--- config.mk ---
export PLATFORM = sky130hd
export DESIGN_NAME = logistic_bank
export DESIGN_NICKNAME = d
export VERILOG_FILES = /design/src/rtl/logistic_pkg.sv /design/src/rtl/logistic_step.sv /design/src/rtl/logistic_bank.sv
export SDC_FILE = /design/constraint.sdc
export NUM_CORES = 1
export LEC_CHECK = 0
export CAP_MARGIN = 25
export CORE_UTILIZATION = 51
export DETAILED_ROUTE_END_ITERATION = 8
export PLACE_DENSITY = 0.68
export SETUP_SLACK_MARGIN = 0.15
export SYNTH_ARGS = -nofsm -noshare
export SYNTH_HDL_FRONTEND = slang
export SYNTH_SLANG_ARGS = --single-unit
--- constraint.sdc ---
create_clock -name CLK -period 20.5 [get_ports CLK]
set_input_delay 4.1 -clock CLK [delete_from_list [all_inputs] [get_ports CLK]]
set_output_delay 4.1 -clock CLK [all_outputs]
set_load 0.03 [all_outputs]
--- src/rtl/logistic_pkg.sv ---
// Shared widths, fixed-point constants and FSM states for the logistic-map bank.
package logistic_pkg;

    localparam int XW_DEF   = 16;
    localparam int MUW_DEF  = XW_DEF + 2;
    localparam int ONE_Q    = 1 << XW_DEF;
    localparam int MU_ONE_Q = 1 << XW_DEF;

    typedef enum logic [1:0] {
        S_IDLE,
        S_LOAD,
        S_RUN,
        S_DONE
    } state_t;

endpackage

--- src/rtl/logistic_step.sv ---
// One logistic-map step y = mu*x*(1-x), floor-truncating fixed point.
import logistic_pkg::*;

module logistic_step #(
    parameter int XW  = XW_DEF,
    parameter int MUW = XW + 2
) (
    input  logic [XW-1:0]  i_x,
    input  logic [MUW-1:0] i_mu,
    output logic [XW-1:0]  o_y
);

    logic [XW:0]         w_om;
    logic [2*XW:0]       w_prod;
    logic [XW-1:0]       w_t;
    logic [MUW+XW-1:0]   w_my;

    // x=0 yields om=2^XW, hence the extra bit
    assign w_om   = {1'b1, {XW{1'b0}}} - {1'b0, i_x};
    assign w_prod = (2*XW+1)'(i_x) * (2*XW+1)'(w_om);
    assign w_t    = w_prod[2*XW-1:XW];
    assign w_my   = (MUW+XW)'(i_mu) * (MUW+XW)'(w_t);
    // t <= 2^(XW-2) and mu < 4.0 keep y inside XW bits
    assign o_y    = w_my[2*XW-1:XW];

endmodule

--- src/rtl/logistic_bank.sv ---
// N-channel time-multiplexed logistic-map engine with registered readback.
// Optional per-channel min/max tracking: define LOGISTIC_MINMAX_EN.
import logistic_pkg::*;

module logistic_bank #(
    parameter int N_CH      = 4,
    parameter int XW        = XW_DEF,
    parameter int MUW       = XW + 2,
    parameter int IT_W      = 16,
    parameter int SEED_STEP = 1,
    localparam int IW       = (N_CH > 1) ? $clog2(N_CH) : 1
) (
    input  logic            CLK,
    input  logic            RST,
    input  logic            start,
    input  logic [MUW-1:0]  mu,
    input  logic [XW-1:0]   seed,
    input  logic [IT_W-1:0] n_iter,
    output logic            busy,
    output logic            done,
    input  logic [IW-1:0]   rd_idx,
    output logic [XW-1:0]   rd_data
`ifdef LOGISTIC_MINMAX_EN
    ,
    output logic [XW-1:0]   rd_min,
    output logic [XW-1:0]   rd_max
`endif
);

    state_t          r_state;
    state_t          w_next;
    logic [MUW-1:0]  r_mu;
    logic [XW-1:0]   r_seed;
    logic [IT_W-1:0] r_n_iter;
    logic [IT_W-1:0] r_it;
    logic [IW-1:0]   r_ch;
    logic [XW-1:0]   r_x [N_CH];
    logic            w_accept;
    logic            w_last_ch;
    logic            w_last_it;
    logic            w_rd_ok;
    logic [XW-1:0]   w_x_cur;
    logic [XW-1:0]   w_y;

    assign w_accept  = start && (r_state == S_IDLE || r_state == S_DONE);
    assign w_last_ch = (r_ch == IW'(N_CH - 1));
    assign w_last_it = ((r_it + 1'b1) == r_n_iter);
    assign w_rd_ok   = (int'(rd_idx) < N_CH);
    assign w_x_cur   = r_x[r_ch];

    logistic_step #(
        .XW  (XW),
        .MUW (MUW)
    ) u_step (
        .i_x  (w_x_cur),
        .i_mu (r_mu),
        .o_y  (w_y)
    );

    always_ff @(posedge CLK) begin
        if (RST) r_state <= S_IDLE;
        else     r_state <= w_next;
    end

    always_comb begin
        w_next = r_state;
        busy   = 1'b0;
        done   = 1'b0;
        unique case (r_state)
            S_IDLE: begin
                if (w_accept) w_next = S_LOAD;
            end
            S_LOAD: begin
                busy   = 1'b1;
                w_next = (r_n_iter == '0) ? S_DONE : S_RUN;
            end
            S_RUN: begin
                busy = 1'b1;
                if (w_last_ch && w_last_it) w_next = S_DONE;
            end
            S_DONE: begin
                done   = 1'b1;
                w_next = w_accept ? S_LOAD : S_IDLE;
            end
            default: w_next = S_IDLE;
        endcase
    end

    always_ff @(posedge CLK) begin
        if (RST) begin
            r_mu     <= '0;
            r_seed   <= '0;
            r_n_iter <= '0;
            r_ch     <= '0;
            r_it     <= '0;
            for (int k = 0; k < N_CH; k++) r_x[k] <= '0;
        end else begin
            if (w_accept) begin
                r_mu     <= mu;
                r_seed   <= seed;
                r_n_iter <= n_iter;
            end
            if (r_state == S_LOAD) begin
                for (int k = 0; k < N_CH; k++)
                    r_x[k] <= r_seed + XW'(k * SEED_STEP);
                r_ch <= '0;
                r_it <= '0;
            end else if (r_state == S_RUN) begin
                r_x[r_ch] <= w_y;
                if (w_last_ch) begin
                    r_ch <= '0;
                    r_it <= r_it + 1'b1;
                end else begin
                    r_ch <= r_ch + 1'b1;
                end
            end
        end
    end

    always_ff @(posedge CLK) begin
        if (RST)          rd_data <= '0;
        else if (w_rd_ok) rd_data <= r_x[rd_idx];
        else              rd_data <= '0;
    end

`ifdef LOGISTIC_MINMAX_EN
    logic [XW-1:0] r_min [N_CH];
    logic [XW-1:0] r_max [N_CH];

    always_ff @(posedge CLK) begin
        if (RST) begin
            for (int k = 0; k < N_CH; k++) begin
                r_min[k] <= '0;
                r_max[k] <= '0;
            end
        end else if (r_state == S_LOAD) begin
            for (int k = 0; k < N_CH; k++) begin
                r_min[k] <= '1;
                r_max[k] <= '0;
            end
        end else if (r_state == S_RUN) begin
            if (w_y < r_min[r_ch]) r_min[r_ch] <= w_y;
            if (w_y > r_max[r_ch]) r_max[r_ch] <= w_y;
        end
    end

    always_ff @(posedge CLK) begin
        if (RST || !w_rd_ok) begin
            rd_min <= '0;
            rd_max <= '0;
        end else begin
            rd_min <= r_min[rd_idx];
            rd_max <= r_max[rd_idx];
        end
    end
`endif

endmodule
### Supply network, run 1

(1.5 px per micron) Pins as bars on the die edge.
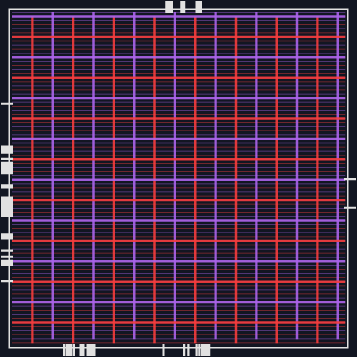
- VSS: red
- VDD: purple
- rows: 81
- signal pins: 73
- met1 rails: 82
- met5 straps: 16

### Clock routing, run 1

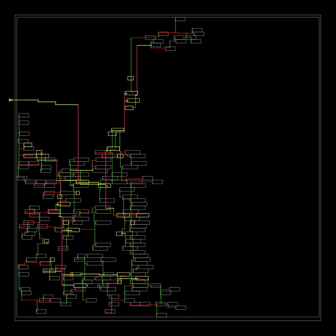
registers: 152
clock sink count: 152

### Sequential cells coloured by netlist name, run 1

(1.5 px per micron)
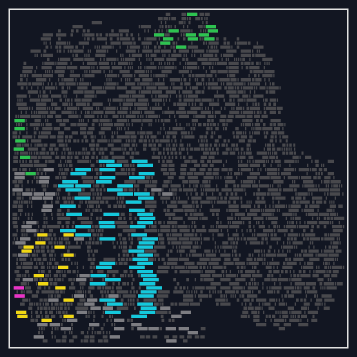
- `r_x`: cyan (flops 64)
- `r_mu`: green (flops 18)
- `r_it`: yellow (flops 16; where bottom left)
- `r_state`: magenta (flops 2)
- not coloured: 52

==> flow_summary.toml, run 1 <==
# implementation run metrics
[timing]
fin_skew_ns = 0.01309
slew_viol_final = 0
setup_viol = 0
period_used_pct = 78.13
rsz0062_at_grt = "false"
timing.hold.ws_ns = 0.4797
hold_violations = 0
fmax_mhz = 62.43

[clock_tree]
htreeDepth = 4
cts_buffers = 17
clk_pin_slew_ns = 0.07
cts_tree = "built"

[die]
ios = 73
chipHeight_microns = 224.7
dieArea_sq_mm = 0.05047
die_w_microns = 224.7
fp_util_pct = 51.66
coreArea_sq_mm = 0.04895

[worst_setup_path]
worstSetupEndpointType = "register"
start_kind = "register"
arrival_ns = 16.16
rr_worst_depth = 52
reg2reg_to = "r_x[1][11]"
required_ns = 20.64
crit_type = "register to register"
cp_common_cell = "fa_1"

[logic_synthesis]
yosys.area.top_type = "fa_1"
synthFlopType = "dfxtp_1"
syn_area_per_cell_sq_um = 8.986
synthDistinctLibCells = 61
ys_warn_count = 0
synth_top_cell_by_count = "inv_1"
synth_flops = 152
yosys-top-cells-count = "inv_1 (527), fa_1 (426), nand2_1 (363)"
top_area_share_pct = 33.73
ys_area_sq_mm = 0.02529
ys_async_sr_fraction_pct = 0
syn_inst = 2814
top_cells_by_area = "fa_1 (34%), ha_1 (11%), inv_1 (7.8%), edfxtp_1 (7.6%), dfxtp_1 (7.0%)"

[finish]
area_growth_pct = 7.581
antenna_cells = 0
drive_gt1_share_pct = 4.150
final_cells = 3483
logic_area_sq_mm = 0.01915

[grt]
grt_pass1_vias = 20450
gr-total-overflow = 0
antenna_found_initial = 1
grt_pass1_wl_microns = 103900
grt_usage_pct = 26.14
grt_max_degree = 73

[placed_design]
post-dp-hpwl_microns = 48650
port_buffers = 72

[drt]
wire_per_inst_microns = 17.97
final_antenna_net_count = 0
first_pass_iters = 5
num_vias = 18980
drtIter0Drc = 1059

[job]
max_cap_violations = 0

[hold_path]
holdCritStartpoint = "r_it[1]"

[run_status]
status = "completed"
==> run 1: layout make-up <==
| type | instances | area share [%] |
|---|---|---|
| well taps | 664 | 3.054 |
| repair buffers | 102 | 3.592 |
| clock inverters | 15 | 0.5796 |
| clock buffers | 17 | 1.564 |
| inverters | 527 | 7.272 |
| flip-flops and latches | 152 | 13.54 |
| multi-input cells | 2006 | 70.40 |
==> run 1: sequential cells by signal, indices dropped and copies added (netlist names), named ones only <==
| name | cells |
|---|---|
| r_mu | 18 |
| r_seed | 16 |
| r_x | 64 |
| r_ch | 2 |
| rd_data | 16 |
| r_n_iter | 16 |
| r_state | 2 |
| r_it | 16 |
==> run 1: layer usage <==
metal / vias to the layer above / wire [microns] / GRT usage [%]
met5: - / 0 / 0
met4: 0 / 2199 / 10.27
met3: 135 / 2996 / 2.573
met2: 589 / 32360 / 46.98
met1: 9584 / 25040 / 32.26
li1: 8669 / - / -
==> run 1: through the flow <==
step,instance area (sq um),setup slack [ns]
floorplan,25330,6.050
global placement,26550,4.672
detailed placement,26620,4.650
CTS,27200,4.614
global route,27200,3.605
finish,27200,4.483
==> run 1: placed cells by master, fill, tap and decap left out, types with 71 or more instances in the layout <==
cell,Yosys,routed
ha_1,222,222
inv_1,527,527
dfxtp_1,88,88
clkdlybuf4s50_1,0,71
a21oi_1,80,80
and2_1,125,125
fa_1,426,426
nor2_1,156,155
nand2b_1,112,111
nand2_1,363,363
==> run 1: worst max path at each step <==
stage | end | cells past startpoint | from | slack [ns]
2_1_floorplan | r_x[1][15] | 52 | register | 6.05
3_3_place_gp | r_x[1][11] | 49 | register | 4.67
3_5_place_dp | r_x[1][11] | 52 | register | 4.65
4_1_cts | r_x[1][11] | 52 | register | 4.61
5_1_grt | r_x[1][11] | 52 | register | 3.61
6_report | r_x[1][11] | 52 | register | 4.48
==> run 1: worst max-delay path, delay by kind of cell (launching register included) <==
| kind | cells | cell delay (ns) |
|---|---|---|
| AND/OR/NAND/NOR | 12 | 2.72 |
| flip-flops | 1 | 0.31 |
| XOR/XNOR | 2 | 0.57 |
| buffers and inverters | 10 | 1.17 |
| AND-OR/OR-AND | 12 | 3.48 |
| multiplexers | 1 | 0.39 |
| adder cells (fa/ha/maj) | 15 | 7.00 |
==> run 1: logic make-up (layout without fill, tap and decap cells) <==
logic type      after synthesis  count (layout)  share of synthesized area (%)
buf+inv                     667             661                          9.921
mux                          46              46                          3.093
compound gates              247             247                          5.953
other cells                   2              13                        0.02970
xor+xnor                    107             107                          3.790
fa+ha+maj                   648             648                          44.71
simple gates                945             945                          17.93
flops                       152             152                          14.57
## Run 2: what changed since run 1
--- a/config.mk
+++ b/config.mk
@@ -8,7 +8,7 @@
 export CAP_MARGIN = 25
 export CORE_UTILIZATION = 51
 export DETAILED_ROUTE_END_ITERATION = 8
-export PLACE_DENSITY = 0.68
+export PLACE_DENSITY = 0.71
 export SETUP_SLACK_MARGIN = 0.15
 export SYNTH_ARGS = -nofsm -noshare
 export SYNTH_HDL_FRONTEND = slang
==> constraint.sdc (replaced) <==
create_clock -name CLK -period 13.5 [get_ports CLK]
set_input_delay 2.7 -clock CLK [delete_from_list [all_inputs] [get_ports CLK]]
set_output_delay 2.7 -clock CLK [all_outputs]
set_load 0.03 [all_outputs]
### Metal 2, run 2

(1.5 px per micron)
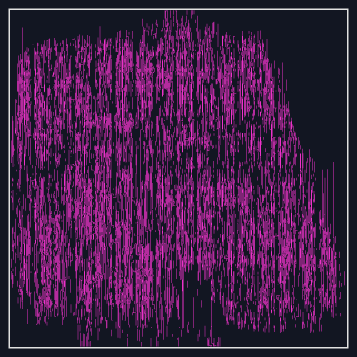
- longest straight run: 60.2 microns
- wire length on this layer: 34.5 mm

### Local utilization, run 2

(1.5 px per micron) The die is cut into 22 by 22 equal tiles; black is low, pale yellow is high, 0 to 100% covered.
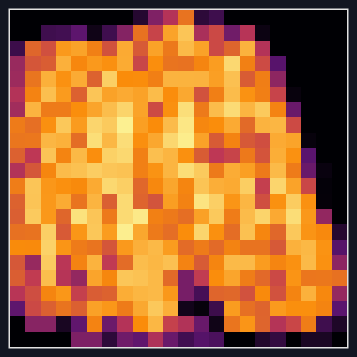
- fullest tile: 97%
- tiles over 75% full: 40%
- emptiest ninth of the die: top right

==> run 2 against run 1 <==
- the flow now finishes with violations (setup timing)
- largest cell class unchanged
- clock skew about the same
- critical path depth down 3
- register-to-register slack worse by 4.7 ns
- synthesized area unchanged
- cell area up 11%
- critical path type unchanged
==> flow_summary.toml, run 2 <==
# implementation run metrics
[run_status]
status = "complete, but fails checks"
violations = "setup timing"

[timing]
fmax_mhz = 72.96
worst_pin_slew_ns = 1.062
hold_violations = 0
fin_skew_ns = 0.01309
relSlewSlack_pct = 29.02
setup_slack_ns = -0.2055
rsz0062_at_grt = "true"
slew_viol_final = 0
min_period_ns = 13.71
period_used_pct = 101.5
tns_ns = -6.270
setup_viol = 53

[drt]
drtIter0Drc = 1279
vias_per_cell = 5.422
drt-total-wl_microns = 66640
drc_errors = 0
wire_per_inst_microns = 18.00
first_pass_iters = 6
final_antenna_net_count = 0
num_vias = 20080

[finish]
largest_registers = "r_x (64), r_mu (18)"
final_layout_top_logic_cells = "inv_1 (516), fa_1 (413), nand2_1 (360)"
lay_top_count = "inv_1"
area_growth_pct = 18.95
drive_gt1_share_pct = 15.76
largest-register = "r_x"
final_cells = 3703
nNetsFinal = 3729
largest_reg_flops = 64
antenna_cells = 0
fin_util_pct = 61.44

[placed_design]
place_inst = 3626
place_congestion = 0.8997
place_ws_ns = -0.4678
post-dp-hpwl_microns = 51450
port_buffers = 72

[die]
fp_util_pct = 51.66
dieArea_sq_mm = 0.05047
ios = 73
fp-row-count = 81

[grt]
grt_pass1_vias = 21330
grt_max_degree = 73
grt_usage_pct = 27.34
grt_pass1_wl_microns = 109000
antenna_found_initial = 0
gr-total-overflow = 0

[logic_synthesis]
synth_seq_share_pct = 14.57
edf_count = 64
yosys-top-cells-count = "inv_1 (527), fa_1 (426), nand2_1 (363)"
synth_top_cell_by_count = "inv_1"
syn_inst = 2814
yosys-stat-cells = 2814
top_area_share_pct = 33.73
syn_area_per_cell_sq_um = 8.986
synthDistinctLibCells = 61
top_cells_by_area = "fa_1 (34%), ha_1 (11%), inv_1 (7.8%), edfxtp_1 (7.6%), dfxtp_1 (7.0%)"
synthFlopType = "dfxtp_1"
ys_area_sq_mm = 0.02529
synth_flops = 152
yosys.area.top_type = "fa_1"
ys_warn_count = 0
synth_area_sq_mm = 0.02529
ys_async_sr_fraction_pct = 0

[clock_tree]
htreeDepth = 4
cts_buffers = 17
insertion_delay_ns = 0.45
root_buffer = "clkbuf_16"
clock-sinks = 152
cts_tree = "built"
clk_pin_slew_ns = 0.07
cts_hold_buffers = 0
cts_buffer_depth = 2

[worst_setup_path]
start_kind = "register"
max_stage_delay_ns = 0.54
worstSetupEndpointType = "register"
cp_common_cell = "fa_1"
cpMaxStageDelayCell = "fa_1"
cp_max_fo = 10
crit_type = "register to register"
required_ns = 13.65
arrival_ns = 13.86

[job]
openroad.warnings = 40
max_cap_violations = 0

[hold_path]
hp-class = "register to register"
### Supply network, run 2

(1.5 px per micron) Pins as bars on the die edge.
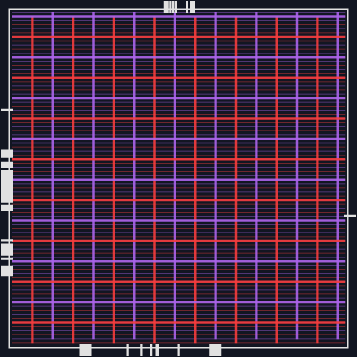
core area: 0.04895 sq mm
Die Width: 224.7 microns
Die Height: 224.7 microns

[run 2: cell types whose count changed in the layout (fill, tap and decap cells not counted), sizes merged]
cell,previous run,this run
clkinvlp,1,3
clkbuf,17,20
inv,535,534
clkinv,6,3
xnor2,65,66
buf,31,249
[run 2: cells by family after synthesis]
logic type,share of synthesized area (%)
simple gates,17.93
buf+inv,9.921
fa+ha+maj,44.71
compound gates,5.953
flops,14.57
xor+xnor,3.790
mux,3.093
other cells,0.02970
[run 2: timing repair]
item	in CTS	in global routing
endpoints found under the setup margin	64	64
pin swaps	56	62
gates resized	113	83
gates cloned	3	0
buffers inserted	29	12
[run 2: layer usage]
layer | GRT usage, % | vias up | routed length, microns
li1 | - | 9108 | -
met1 | 34.31 | 10110 | 26120
met2 | 49.38 | 711 | 34540
met3 | 2.482 | 146 | 3821
met4 | 9.085 | 0 | 2155
met5 | 0 | - | 0
[run 2: critical path, delay by kind of cell, from the launching register on]
kind / cells / cell delay (ns)
flops: 1 / 0.39
xor+xnor: 1 / 0.18
simple gates: 12 / 2.71
compound gates: 12 / 2.72
mux: 1 / 0.53
buf+inv: 8 / 0.60
fa+ha+maj: 15 / 6.27
[run 2: layout make-up]
type	instances	area, sq um
Clock buffer	19	454.2
Tap cell	664	830.8
Multi-Input combinational cell	2007	20060
Timing Repair Buffer	321	2939
Fill cell	3972	18870
Sequential cell	152	3687
Inverter	527	1978
Clock inverter	13	128.9
[run 2: path summary, 6_finish.rpt]
path	startpoint	end	slack [ns]	depth (start not counted)
max reg2reg	register	r_x[2][9]	-0.21	49
min	r_it[1]	r_it[1]	0.49	2
min reg2reg	r_it[1]	r_it[1]	0.49	2
max	register	r_x[2][9]	-0.21	49
[run 2: stage by stage]
| stage | cell area (sq um) | hold slack [ns] |
|---|---|---|
| floorplan | 25530 | 0.4536 |
| global placement | 28170 | 0.4698 |
| detailed placement | 28220 | 0.4745 |
| CTS | 29640 | 0.4839 |
| global route | 30080 | 0.5016 |
| finish | 30080 | 0.4857 |
